--- src/rtl/operand_bank.sv ---
// operand_bank: two-matrix operand store (A and B) with a random-access read
// port and a handshaked row/column streaming port feeding the MAC array.
module operand_bank #(
  parameter int DATA_WIDTH = 8,
  parameter int MAX_DIM    = 4,
  parameter int ROW_AW     = $clog2(MAX_DIM),
  parameter int DIM_W      = $clog2(MAX_DIM) + 1,
  localparam int ROW_WIDTH = DATA_WIDTH * MAX_DIM
) (
  input  logic                 clk_i,
  input  logic                 rst_ni,
  input  logic                 wr_en_i,
  input  logic                 wr_mat_i,
  input  logic [ROW_AW-1:0]    wr_row_i,
  input  logic [ROW_WIDTH-1:0] wr_data_i,
  output logic                 wr_err_o,
  input  logic                 rd_en_i,
  input  logic                 rd_mat_i,
  input  logic [ROW_AW-1:0]    rd_row_i,
  output logic [ROW_WIDTH-1:0] rd_data_o,
  output logic                 rd_valid_o,
  input  logic                 start_i,
  input  logic                 mat_sel_i,
  input  logic                 transpose_i,
  input  logic [DIM_W-1:0]     dim_i,
  output logic                 busy_o,
  output logic [ROW_WIDTH-1:0] stream_data_o,
  output logic                 stream_valid_o,
  input  logic                 stream_ready_i,
  output logic                 stream_last_o
);

  typedef enum logic {IDLE, STREAM} state_e;

  logic [ROW_WIDTH-1:0] mem_q [2][MAX_DIM];

  state_e               state_q, state_d;
  logic [ROW_AW-1:0]    idx_q, idx_d;
  logic                 matSel_q, matSel_d;
  logic                 transpose_q, transpose_d;
  logic [DIM_W-1:0]     dim_q, dim_d;
  logic [ROW_WIDTH-1:0] streamData_q, streamData_d;
  logic [ROW_WIDTH-1:0] rdData_q;
  logic                 rdValid_q;
  logic                 wrErr_q;

  logic startOk;
  logic accept;
  logic lastIdx;
  logic wrBlocked;
  logic loadVec;

  assign startOk   = start_i && (dim_i != '0) && (dim_i <= DIM_W'(MAX_DIM));
  assign lastIdx   = (idx_q == ROW_AW'(dim_q - DIM_W'(1)));
  assign accept    = (state_q == STREAM) && stream_ready_i;
  assign wrBlocked = wr_en_i && (state_q == STREAM) && (wr_mat_i == matSel_q);

  // Operand storage: writes to the matrix currently being streamed are refused
  always_ff @(posedge clk_i or negedge rst_ni) begin
    if (!rst_ni) begin
      for (int m = 0; m < 2; m++) begin
        for (int r = 0; r < MAX_DIM; r++) begin
          mem_q[m][r] <= '0;
        end
      end
      wrErr_q <= 1'b0;
    end else begin
      if (wr_en_i && !wrBlocked) begin
        mem_q[wr_mat_i][wr_row_i] <= wr_data_i;
      end
      wrErr_q <= wrBlocked;
    end
  end

  // Random read port: one-cycle latency, data holds between reads, old data on same-row write
  always_ff @(posedge clk_i or negedge rst_ni) begin
    if (!rst_ni) begin
      rdData_q  <= '0;
      rdValid_q <= 1'b0;
    end else begin
      rdValid_q <= rd_en_i;
      if (rd_en_i) begin
        rdData_q <= mem_q[rd_mat_i][rd_row_i];
      end
    end
  end

  // Stream FSM state register together with the latched stream parameters and vector
  always_ff @(posedge clk_i or negedge rst_ni) begin
    if (!rst_ni) begin
      state_q      <= IDLE;
      idx_q        <= '0;
      matSel_q     <= 1'b0;
      transpose_q  <= 1'b0;
      dim_q        <= '0;
      streamData_q <= '0;
    end else begin
      state_q      <= state_d;
      idx_q        <= idx_d;
      matSel_q     <= matSel_d;
      transpose_q  <= transpose_d;
      dim_q        <= dim_d;
      streamData_q <= streamData_d;
    end
  end

  // Next-state logic: accept a legal start in IDLE, advance the index on each handshake
  always_comb begin
    state_d     = state_q;
    idx_d       = idx_q;
    matSel_d    = matSel_q;
    transpose_d = transpose_q;
    dim_d       = dim_q;
    loadVec     = 1'b0;
    case (state_q)
      IDLE: begin
        if (startOk) begin
          state_d     = STREAM;
          idx_d       = '0;
          matSel_d    = mat_sel_i;
          transpose_d = transpose_i;
          dim_d       = dim_i;
          loadVec     = 1'b1;
        end
      end
      STREAM: begin
        if (accept) begin
          if (lastIdx) begin
            state_d = IDLE;
          end else begin
            idx_d   = idx_q + 1'b1;
            loadVec = 1'b1;
          end
        end
      end
      default: state_d = IDLE;
    endcase
  end

  // Output logic: build the next presented vector from storage, zero-masking elements beyond N
  always_comb begin
    streamData_d = streamData_q;
    if (loadVec) begin
      streamData_d = '0;
      for (int k = 0; k < MAX_DIM; k++) begin
        if (k < int'(dim_d)) begin
          if (transpose_d) begin
            streamData_d[k*DATA_WIDTH +: DATA_WIDTH] = mem_q[matSel_d][k][idx_d*DATA_WIDTH +: DATA_WIDTH];
          end else begin
            streamData_d[k*DATA_WIDTH +: DATA_WIDTH] = mem_q[matSel_d][idx_d][k*DATA_WIDTH +: DATA_WIDTH];
          end
        end
      end
    end else if (state_d == IDLE) begin
      streamData_d = '0;
    end
  end

  assign busy_o         = (state_q == STREAM);
  assign stream_valid_o = (state_q == STREAM);
  assign stream_last_o  = (state_q == STREAM) && lastIdx;
  assign stream_data_o  = streamData_q;
  assign rd_data_o      = rdData_q;
  assign rd_valid_o     = rdValid_q;
  assign wr_err_o       = wrErr_q;

endmodule

--- config.mk ---
export PLATFORM = sky130hd
export DESIGN_NAME = operand_bank
export DESIGN_NICKNAME = d
export VERILOG_FILES = /design/src/rtl/operand_bank.sv
export SDC_FILE = /design/constraint.sdc
export NUM_CORES = 1
export LEC_CHECK = 0
export CELL_PAD_IN_SITES_DETAIL_PLACEMENT = 1
export CELL_PAD_IN_SITES_GLOBAL_PLACEMENT = 2
export CORE_MARGIN = 2
export CORE_UTILIZATION = 35
export DETAILED_ROUTE_END_ITERATION = 6
export DONT_BUFFER_PORTS = 1
export PLACE_DENSITY = 0.63
export SLEW_MARGIN = 25
export SYNTH_ARGS = -nofsm -noshare
export SYNTH_HDL_FRONTEND = slang
export SYNTH_SLANG_ARGS = --single-unit
--- constraint.sdc ---
create_clock -name clk_i -period 4.4 [get_ports clk_i]
set_clock_uncertainty 0.2 [all_clocks]
set_input_delay 0.44 -clock clk_i [delete_from_list [all_inputs] [get_ports clk_i]]
set_output_delay 0.44 -clock clk_i [all_outputs]
set_load 0.03 [all_outputs]
### Selected gate families

Scale bar: 50 um.
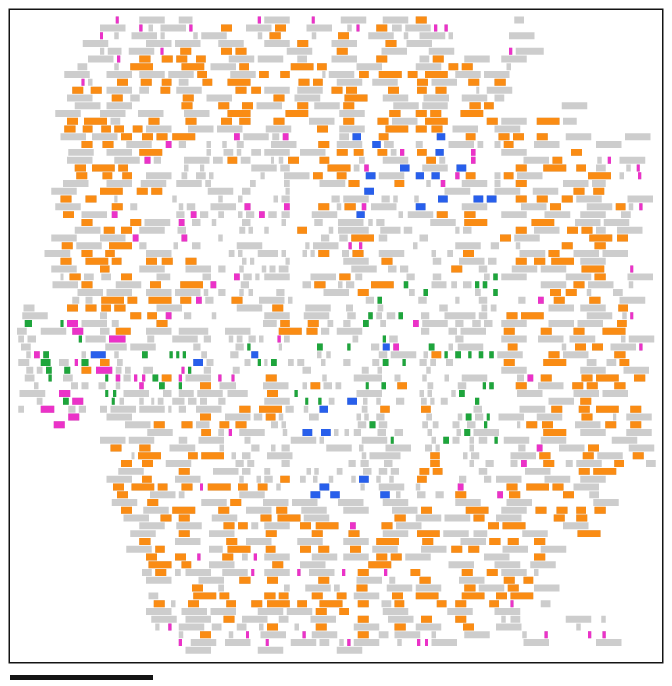
legend:
  nand cells:
    colour: green
    cells: 63
    where: a band across the middle
  non-inverting ao/oa cells:
    colour: blue
    cells: 28
  nor cells:
    colour: magenta
    cells: 94
    where: widely spread
  mux cells:
    colour: orange
    cells: 420
    where: widely spread
most frequent logic cell in the layout: sky130_fd_sc_hd__dfrtp_1
Comb/total area: 0.438
non-filler cells, final: 2,096

### Layout detail

Scale bar: 10 um. Window x 151 to 191, y 37 to 77 um. Cells in grey, sequential cells in the stronger grey; small squares are vias.
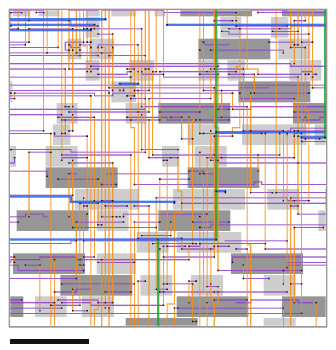
legend:
  metal 3:
    colour: blue
  metal 4:
    colour: green
  metal 1:
    colour: purple
  metal 2:
    colour: orange
most frequent: mux2_2 (13), dfrtp_1 (12)
netlist names of flops here include: mem_q (12)
cells with their middle in the window: 44
sequential cells in the window: 12

### Routing congestion

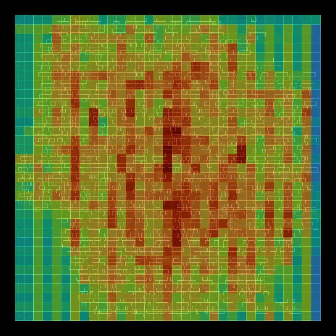
GR Util All Layers: 0.259
GRT Max-Usage Layer: met2

### Signal wires on met3

Scale bar: 50 um.
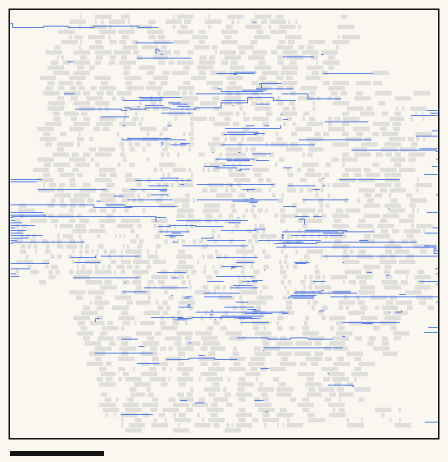
main direction: horizontal
wire length on this layer: 3,470 um
longest straight run: 84.0 um
nets with wire on the layer: 157
share of all routed wire: 5.2%
global routing usage on met3: 0.0429
number of vias after detailed routing: 12,900

==> results.sh <==
# source this file to load flow results
export IMPL_met1_usage=0.374
export IMPL_timing_critical_path_mode_cell="sky130_fd_sc_hd__buf_4"
export IMPL_hold_violations=330
export IMPL_flop_count=330
export IMPL_log_warning_count=30
export IMPL_critical_path_startpoint_type="flip-flop"
export IMPL_synthDominantCellAreaShare=0.470
export IMPL_clock_sinks=330
export IMPL_largest_register_ff_count=256
export IMPL_post_drt_via_cell_ratio=6.17
export IMPL_grt_pass1_wl_mm=99.6
export IMPL_postCtsHoldBufs=42
export IMPL_crit_path_cell_trace="buf_4, nand2b_1, nor3_4, buf_4, nand2_1, o21a_2, buf_12, o22ai_1, o21ai_1, a221o_1"
export IMPL_dr_wl_met3_mm=3.47
export IMPL_layout_non_clock_inverters=5
export IMPL_violated_checks="negative hold slack"
export IMPL_max_clock_path_buffers=3
export IMPL_synth_cells=1398
export IMPL_crit_path_from="busy_o"
export IMPL_final_signal_buffer_count=75
export IMPL_enable_flop_cells=0
export IMPL_outcome="complete, but fails checks"
export IMPL_crit_arrival_ns=4.02
export IMPL_synth_compound_area_share=0.139
export IMPL_cp_max_fo=40
export IMPL_synth_mux_area_fraction=0.304
export IMPL_fin_setup_tns_ns=0
export IMPL_synth_yosys_warnings=0
export IMPL_signal_buffer_area_fraction=0.0378
export IMPL_clock_tree_area_fraction=0.0659
export IMPL_core_um2=49900
export IMPL_max_transition_viols_final=0
export IMPL_finalHoldWorstSlack_ns=-0.617
export IMPL_final_layout_size_suffix_gt1_frac=0.313
export IMPL_diodes=0
export IMPL_worstMarginPinSlew_ns=1.04
export IMPL_ctsHtreeMaxLevel=2
export IMPL_yosys_stat_area_um2=17600
export IMPL_largest_register="mem_q"
